<file path="src/rtl/status_pkg.sv">
// Shared types and constants for the status transmitter and collector.
package status_pkg;
    localparam int N_BITS = 18;
    localparam int IDX_W  = 6;

    typedef logic [N_BITS-1:0] status_t;
    typedef logic [IDX_W-1:0]  idx_t;

    typedef enum logic [1:0] {
        IDLE,
        SEND,
        DONE
    } tx_state_t;
endpackage

</file>
<file path="src/rtl/status_tx_if.sv">
// Load/stream bundle between a status_tx and the logic around it.
interface status_tx_if;
    import status_pkg::*;

    status_t status_i;
    logic    load_i;
    logic    busy_o;
    idx_t    data_o;
    logic    data_val_o;
    logic    ready_i;
    logic    done_o;

    modport slave (
        input  status_i, load_i, ready_i,
        output busy_o, data_o, data_val_o, done_o
    );

    modport master (
        output status_i, load_i, ready_i,
        input  busy_o, data_o, data_val_o, done_o
    );
endinterface

</file>
<file path="src/rtl/status_prio_enc.sv">
// Combinational lowest-set-bit encoder returning a 1-based index and a found flag.
module status_prio_enc
    import status_pkg::*;
(
    input  status_t vec_i,
    output idx_t    idx_o,
    output logic    found_o
);

    // Scanning from the top lets the lowest set bit win the last assignment.
    always_comb begin
        idx_o   = '0;
        found_o = 1'b0;
        for (int i = N_BITS - 1; i >= 0; i--) begin
            if (vec_i[i]) begin
                idx_o   = IDX_W'(i + 1);
                found_o = 1'b1;
            end
        end
    end

endmodule

</file>
<file path="src/rtl/status_tx.sv">
// Serialises the set bits of a captured status vector as 1-based indices, lowest first.
// Build option: STATUS_TX_GAP_EN inserts one idle cycle after every non-final beat.
module status_tx
    import status_pkg::*;
(
    input  logic        clk_i,
    input  logic        rst_i,
    status_tx_if.slave  bus
);

    tx_state_t state_q, state_d;
    status_t   pend_q, pend_d;
    status_t   pend_rest;
    idx_t      enc_idx;
    logic      enc_found;
    logic      gap_q;
    logic      data_val;
    logic      accept;

    status_prio_enc u_enc (
        .vec_i   (pend_q),
        .idx_o   (enc_idx),
        .found_o (enc_found)
    );

    // Clearing the lowest set bit: x & (x - 1).
    assign pend_rest = pend_q & (pend_q - status_t'(1));

    assign data_val = (state_q == SEND) && enc_found && !gap_q;
    assign accept   = data_val && bus.ready_i;

    assign bus.busy_o     = (state_q == SEND);
    assign bus.done_o     = (state_q == DONE);
    assign bus.data_val_o = data_val;
    assign bus.data_o     = data_val ? enc_idx : '0;

    always_comb begin
        state_d = state_q;
        pend_d  = pend_q;
        case (state_q)
            IDLE, DONE: begin
                if (bus.load_i) begin
                    pend_d  = bus.status_i;
                    state_d = (bus.status_i != '0) ? SEND : DONE;
                end else if (state_q == DONE) begin
                    state_d = IDLE;
                end
            end
            SEND: begin
                if (accept) begin
                    pend_d = pend_rest;
                    if (pend_rest == '0) begin
                        state_d = DONE;
                    end
                end
            end
            default: begin
                state_d = IDLE;
                pend_d  = '0;
            end
        endcase
    end

    always_ff @(posedge clk_i) begin
        if (rst_i) begin
            state_q <= IDLE;
            pend_q  <= '0;
        end else begin
            state_q <= state_d;
            pend_q  <= pend_d;
        end
    end

`ifdef STATUS_TX_GAP_EN
    logic gap_d;

    // No bubble follows the final beat; DONE comes straight after it.
    assign gap_d = accept && (pend_rest != '0);

    always_ff @(posedge clk_i) begin
        if (rst_i) begin
            gap_q <= 1'b0;
        end else begin
            gap_q <= gap_d;
        end
    end
`else
    assign gap_q = 1'b0;
`endif

endmodule

</file>
<file path="src/flat_wrapper.sv">
// flat-port wrapper written by rule: the top's interface ports become plain ports
module status_tx_flat import status_pkg::*;
  (clk_i, rst_i, bus_status_i, bus_load_i, bus_ready_i, bus_busy_o, bus_data_o, bus_data_val_o, bus_done_o);
  status_tx_if bus_i ();
  input  logic clk_i;
  input  logic rst_i;
  input wire logic [$bits(bus_i.status_i)-1:0] bus_status_i;
  input wire logic [$bits(bus_i.load_i)-1:0] bus_load_i;
  input wire logic [$bits(bus_i.ready_i)-1:0] bus_ready_i;
  output wire logic [$bits(bus_i.busy_o)-1:0] bus_busy_o;
  output wire logic [$bits(bus_i.data_o)-1:0] bus_data_o;
  output wire logic [$bits(bus_i.data_val_o)-1:0] bus_data_val_o;
  output wire logic [$bits(bus_i.done_o)-1:0] bus_done_o;
  assign bus_i.status_i = bus_status_i;
  assign bus_i.load_i = bus_load_i;
  assign bus_i.ready_i = bus_ready_i;
  assign bus_busy_o = bus_i.busy_o;
  assign bus_data_o = bus_i.data_o;
  assign bus_data_val_o = bus_i.data_val_o;
  assign bus_done_o = bus_i.done_o;
  status_tx u_core (.clk_i(clk_i), .rst_i(rst_i), .bus(bus_i));
endmodule
</file>
<file path="config.mk">
export PLATFORM = sky130hd
export DESIGN_NAME = status_tx_flat
export DESIGN_NICKNAME = d
export VERILOG_FILES = /design/src/rtl/status_pkg.sv /design/src/rtl/status_tx_if.sv /design/src/rtl/status_prio_enc.sv /design/src/rtl/status_tx.sv /design/src/flat_wrapper.sv
export SDC_FILE = /design/constraint.sdc
export NUM_CORES = 1
export LEC_CHECK = 0
export ABC_AREA = 0
export CAP_MARGIN = 20
export CELL_PAD_IN_SITES_DETAIL_PLACEMENT = 0
export CELL_PAD_IN_SITES_GLOBAL_PLACEMENT = 1
export CORE_ASPECT_RATIO = 1.1
export CORE_MARGIN = 2
export CORE_UTILIZATION = 38
export DETAILED_ROUTE_END_ITERATION = 10
export GPL_TIMING_DRIVEN = 0
export PLACE_DENSITY_LB_ADDON = 0.1
export REMOVE_ABC_BUFFERS = 1
export SLEW_MARGIN = 20
export SYNTH_ARGS = -nofsm -noshare
export SYNTH_HDL_FRONTEND = slang
export SYNTH_SLANG_ARGS = --single-unit
</file>
<file path="constraint.sdc">
create_clock -name clk_i -period 4.9 [get_ports clk_i]
set_input_delay 0.98 -clock clk_i [delete_from_list [all_inputs] [get_ports clk_i]]
set_output_delay 0.98 -clock clk_i [all_outputs]
set_load 0.005 [all_outputs]
</file>
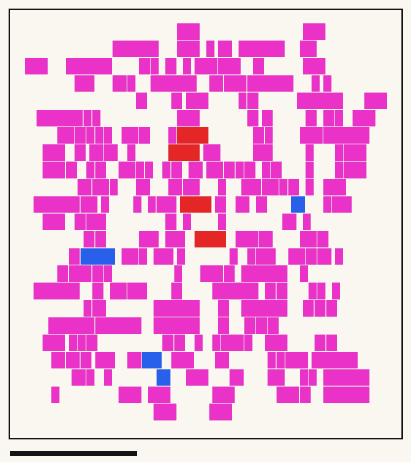
run_1/sizes.png
Scale bar: 20 um.
size	colour	cells	share	most used
_0 and _1 cells	magenta	214	96%	clkdlybuf4s50_1
_2 cells	blue	4	1.8%	or2_2
_6 and larger	red	4	1.8%	clkbuf_8

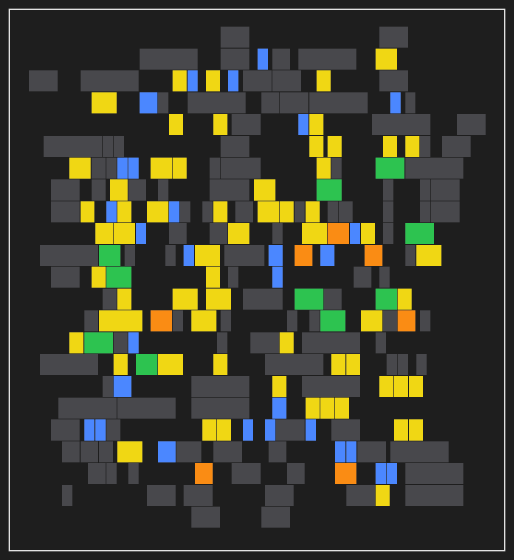
run_1/logic_types.png
family	colour	cells	most used
AND and OR gates	orange	7	or4_1
NAND gates	blue	29	nand2_1
AND-OR and OR-AND gates	green	10	o31a_1
inverting AOI/OAI gates	yellow	61	a21oi_1

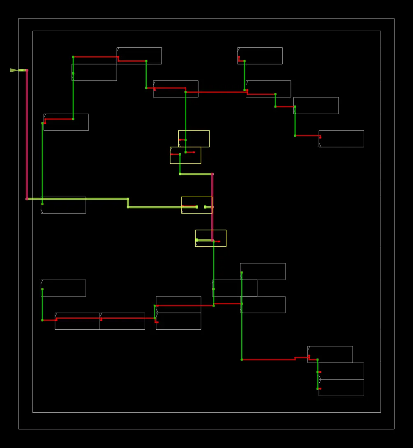
run_1/clocks.png
number of buffers inserted during clock tree synthesis: 3
total clock sinks: 20

==> README.md, run 1 <==
| Metric | Value | Unit |
|---|---|---|
| Reg2Reg Depth | 6 | - |
| Logic area | 884.6 | um^2 |
| Post-route minimum period | 3845 | ps |
| Sum of routed wire segments on met1 | 1.877 | mm |
| RSZ-0062 raised after global routing | no | - |
| Maximum vdd drop | 0.1248 | mV |
| Power Density | 302.5 | nW/um^2 |
| Setup CP Type | reg2out | - |
| Max capacitance violation total | 0 | - |
| Routed vias/inst | 5.750 | - |
| Bufs on Longest Clock Path | 2 | - |
| R2r setup slk | 2010 | ps |
| Die footprint | 4145 | um^2 |
| Source-to-sink clock delay at the later pin of the worst-skew pair | 260 | ps |
| Final setup violation count | 0 | - |
| CP Cell Sequence | nor4_1, and3_1, nand2_1, o21ai_0, inv_1, o311a_1, clkdlybuf4s50_1 | - |
| Y dimension of the die | 67.32 | um |
| Post-CTS clock slew at the launch and capture registers of the worst setup and hold paths | 80 | ps |
| Count of clock-net buffers in the final layout | 4 | - |
| GR Layer Usage met2 | 39.34 | % |
| Core Rows | 23 | - |
| Pre-placement core utilization | 38.81 | % |
| Via count of the routed design | 1,564 | - |
| Seq cells | 20 | - |
| Type of origin of the critical path | flop | - |
| Most popular library cell in the synthesized design by count | sky130_fd_sc_hd__nor2_1 | - |
| Slew HR | 41.40 | % |
| YS chip area | 1385 | um^2 |
| Transition time at the pin with the least slew margin | 875.7 | ps |
| DR top layer | met4 | - |
| Count of inverters other than clock inverters in the layout | 9 | - |
| Met1 usage in global routing | 30.05 | % |
| Sequential share of the synthesized area | 28.91 | % |
| Flop share of the area | 23.19 | % |
| Fraction of the cycle the final worst path needs | 78.47 | % |
| Count of antenna diodes in the layout | 0 | - |
| Destination of the worst hold path | u_core.pend_q[17]$_SDFFE_PP0P_ | - |
| FF+latch count, synth | 20 | - |
| Vias in the first global route | 1,523 | - |
| FMAX | 260.1 | MHz |
| Arrival @ worst endpoint | 2870 | ps |
| Synth Area per Inst | 6.790 | um^2 |
| Power Sequential | 0.203 | mW |
| Capture point of the worst reg-to-reg path | u_core.state_q[1]$_SDFFE_PP0P_ | - |
| Leading post-synthesis cells by cell area | sky130_fd_sc_hd__dfxtp_1 (29%), sky130_fd_sc_hd__a21oi_1 (8.7%), sky130_fd_sc_hd__nor2_1 (7.6%) | - |
| Cell type contributing the most total cell area after synthesis | sky130_fd_sc_hd__dfxtp_1 | - |
| Area fraction of the dominant cell type after synthesis | 28.91 | % |
| Post-synth EDFFs | 0 | - |
| Routed wl met3 | 124 | um |
| Run status | finished clean | - |
| Detailed Routing Iterations Pass 1 | 4 | - |
| Residual overflow from global routing | 0 | - |
| Origin of the worst setup path | u_core.pend_q[9]$_SDFFE_PP0P_ | - |
| Number of logic gates | 160 | - |
| Stage-log warning count | 25 | - |
| Stages on worst setup path | 7 | - |
| Crit-path max FO | 7 | - |
| Cell family contributing the most delay on the critical path | simple AND/OR/NAND/NOR gates | - |
| CTS tree | done | - |
| Cell type of the slowest stage on the worst timing path | sky130_fd_sc_hd__nor4_1 | - |
[run 1: cells in the final DEF, fill, tap and decap left out, types with 2 or more instances in the layout]
cell type	n
sky130_fd_sc_hd__or2_2	2
sky130_fd_sc_hd__clkbuf_8	4
sky130_fd_sc_hd__a211oi_1	3
sky130_fd_sc_hd__o21a_1	2
sky130_fd_sc_hd__a2111oi_0	2
sky130_fd_sc_hd__o2111ai_1	2
sky130_fd_sc_hd__dfxtp_1	20
sky130_fd_sc_hd__o31ai_1	3
sky130_fd_sc_hd__o32a_1	2
sky130_fd_sc_hd__o41ai_1	2
sky130_fd_sc_hd__nor2b_1	3
sky130_fd_sc_hd__a31oi_1	2
sky130_fd_sc_hd__nand2_1	23
sky130_fd_sc_hd__inv_1	9
sky130_fd_sc_hd__nor3_1	9
sky130_fd_sc_hd__or4_1	3
sky130_fd_sc_hd__nor4_1	10
sky130_fd_sc_hd__o31a_1	3
sky130_fd_sc_hd__nor2_1	28
sky130_fd_sc_hd__o21ai_0	16
sky130_fd_sc_hd__clkdlybuf4s50_1	29
sky130_fd_sc_hd__a21oi_1	24
sky130_fd_sc_hd__nand3_1	3
sky130_fd_sc_hd__nand2b_1	3
[run 1: through the flow]
| stage | std cells | total power, mW |
|---|---|---|
| 3_3_place_gp | 268 | 0.3941 |
| 6_report | 272 | 0.5223 |
| 4_1_cts | 272 | 0.5230 |
| 3_5_place_dp | 268 | 0.3978 |
| 2_1_floorplan | 189 | 0.3207 |
| 5_1_grt | 272 | 0.5612 |
[run 1: state kept, by name, summed over array words and instances (netlist names)]
| signal | flops |
|---|---|
| u_core.pend_q | 18 |
| u_core.state_q | 2 |
run_1/flops_by_reg.png
Other cells in grey.
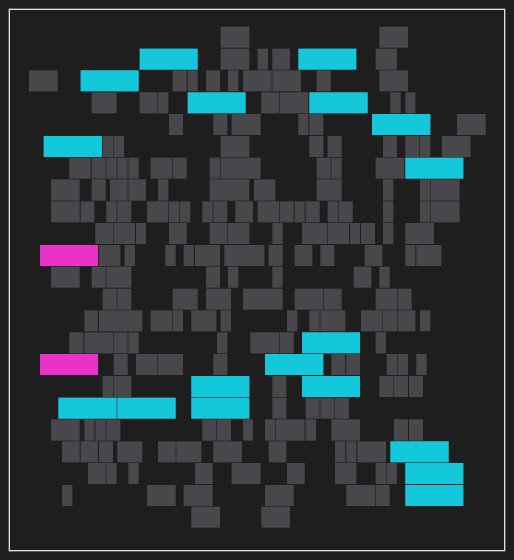

## Run 2: what changed since run 1
--- a/config.mk
+++ b/config.mk
@@ -11,7 +11,7 @@
 export CELL_PAD_IN_SITES_GLOBAL_PLACEMENT = 1
 export CORE_ASPECT_RATIO = 1.1
 export CORE_MARGIN = 2
-export CORE_UTILIZATION = 38
+export CORE_UTILIZATION = 35
 export DETAILED_ROUTE_END_ITERATION = 10
 export GPL_TIMING_DRIVEN = 0
 export PLACE_DENSITY_LB_ADDON = 0.1
==> constraint.sdc (replaced) <==
create_clock -name clk_i -period 3.9 [get_ports clk_i]
set_input_delay 0.78 -clock clk_i [delete_from_list [all_inputs] [get_ports clk_i]]
set_output_delay 0.78 -clock clk_i [all_outputs]
set_load 0.005 [all_outputs]
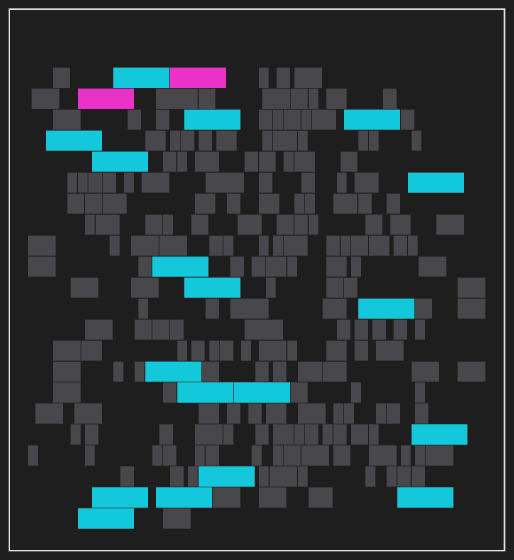
run_2/flops_by_reg.png
Other cells in grey.
signal	colour	sequential cells
u_core.pend_q	cyan	18
u_core.state_q	magenta	2

==> run 2 against run 1 <==
Sequential share of layout area up 0.19 points. Setup slack worse by 890 ps. Sequential power up 26%. Critical path depth unchanged. Worst hold slack better by 12 ps. Combinational power up 29%. Critical endpoint unchanged. Largest cell class unchanged. Largest power group unchanged. Highest routed layer unchanged.
==> README.md, run 2 <==
| Metric | Value | Unit |
|---|---|---|
| YS chip area | 1385 | um^2 |
| Die footprint | 4477 | um^2 |
| Cell family contributing the most delay on the critical path | simple AND/OR/NAND/NOR gates | - |
| Largest reg by FF count | u_core.pend_q | - |
| Maximum vdd drop | 0.1449 | mV |
| Post-synth EDFFs | 0 | - |
| FMAX | 268.1 | MHz |
| Most common logic cells in the final layout | sky130_fd_sc_hd__clkdlybuf4s50_1 (29), sky130_fd_sc_hd__nor2_1 (28), sky130_fd_sc_hd__a21oi_1 (24), sky130_fd_sc_hd__nand2_1 (23), sky130_fd_sc_hd__dfxtp_1 (20) | - |
| Logic area | 884.6 | um^2 |
| Largest registers | u_core.pend_q: 18 flops, u_core.state_q: 2 flops | - |
| Final setup violation count | 0 | - |
| Arrival @ worst endpoint | 2950 | ps |
| Transition time at the pin with the least slew margin | 980.5 | ps |
| Stages on worst setup path | 7 | - |
| CP Cell Sequence | nor4_1, and3_1, nand2_1, o21ai_0, inv_1, o311a_1, clkdlybuf4s50_1 | - |
| Run status | finished clean | - |
| Vias in the first global route | 1,479 | - |
| Most popular library cell in the synthesized design by count | sky130_fd_sc_hd__nor2_1 | - |
| Synth Area per Inst | 6.790 | um^2 |
| Sequential share of the synthesized area | 28.91 | % |
| Number of buffers inserted during clock tree synthesis | 3 | - |
| Total clock sinks | 20 | - |
| Core Rows | 23 | - |
| Source-to-sink clock delay at the later pin of the worst-skew pair | 260 | ps |
| Area fraction of the dominant cell type after synthesis | 28.91 | % |
| Y dimension of the die | 69.98 | um |
| Crit-path max FO | 7 | - |
| Slew HR | 34.39 | % |
| Stage-log warning count | 25 | - |
| Routed vias/inst | 5.727 | - |
| Cell type contributing the most total cell area after synthesis | sky130_fd_sc_hd__dfxtp_1 | - |
| Count of antenna diodes in the layout | 0 | - |
| Max capacitance violation total | 0 | - |
| Setup CP Type | reg2out | - |
| Most used logic cell in the final layout | sky130_fd_sc_hd__clkdlybuf4s50_1 | - |
| Reg2Reg Depth | 6 | - |
| Routed wl met3 | 274 | um |
| Cell type of the slowest stage on the worst timing path | sky130_fd_sc_hd__nor4_1 | - |
| Max FFs per register | 18 | - |
| Post-placement cell count | 268 | - |
| Sum of routed wire segments on met1 | 2.052 | mm |
| Detailed Routing Iterations Pass 1 | 5 | - |
| Pre-placement core utilization | 37.31 | % |
-- run 2: cell counts after synthesis --
No cell type changed its count.
-- run 2: per-layer routing --
layer  up-vias  global-route usage (%)
met3         6                   3.221
met4         0                   5.314
met5         -                       0
met1       710                   30.22
met2        55                   33.10
li1        781                       -
-- run 2: kinds of logic (layout without fill, tap and decap cells) --
logic type | after synthesis | in the layout | synth area share, %
other | 1 | 1 | 0.2707
AOI/OAI and AO/OA | 71 | 71 | 33.43
and+or+nand+nor | 87 | 87 | 29.27
muxes | 1 | 1 | 0.7227
buffers and inverters | 24 | 41 | 7.407
DFF | 20 | 20 | 28.91
-- run 2: final timing paths --
path	startpoint	slack [ps]	end
setup reg to reg	u_core.pend_q[3]$_SDFFE_PP0P_	880	u_core.state_q[1]$_SDFFE_PP0P_
setup / recovery	u_core.pend_q[3]$_SDFFE_PP0P_	170	bus_data_o[1]
hold reg to reg	u_core.pend_q[10]$_SDFFE_PP0P_	560	u_core.pend_q[10]$_SDFFE_PP0P_
hold / removal	u_core.pend_q[10]$_SDFFE_PP0P_	560	u_core.pend_q[10]$_SDFFE_PP0P_
-- run 2: layout make-up --
| cell class | instances | share of cell area (%) |
|---|---|---|
| Inverter | 9 | 1.972 |
| Timing Repair Buffer | 29 | 16.95 |
| Sequential cell | 20 | 23.37 |
| Clock buffer | 3 | 2.411 |
| Multi-Input combinational cell | 160 | 51.64 |
| Tap cell | 50 | 3.652 |
-- run 2: worst reg2reg max path, delay by kind of cell, from the launching register on --
kind               cells  cell delay [ps]
and+or+nand+nor        3             1480
AOI/OAI and AO/OA      3             1050
DFF                    1              380
-- run 2: report_power, final --
| group | internal, mW | switching [mW] |
|---|---|---|
| registers | 0.223 | 0.0317 |
| logic | 0.106 | 0.144 |
| clock network | 0.0689 | 0.0694 |
Power and IR drop assume default switching activity.
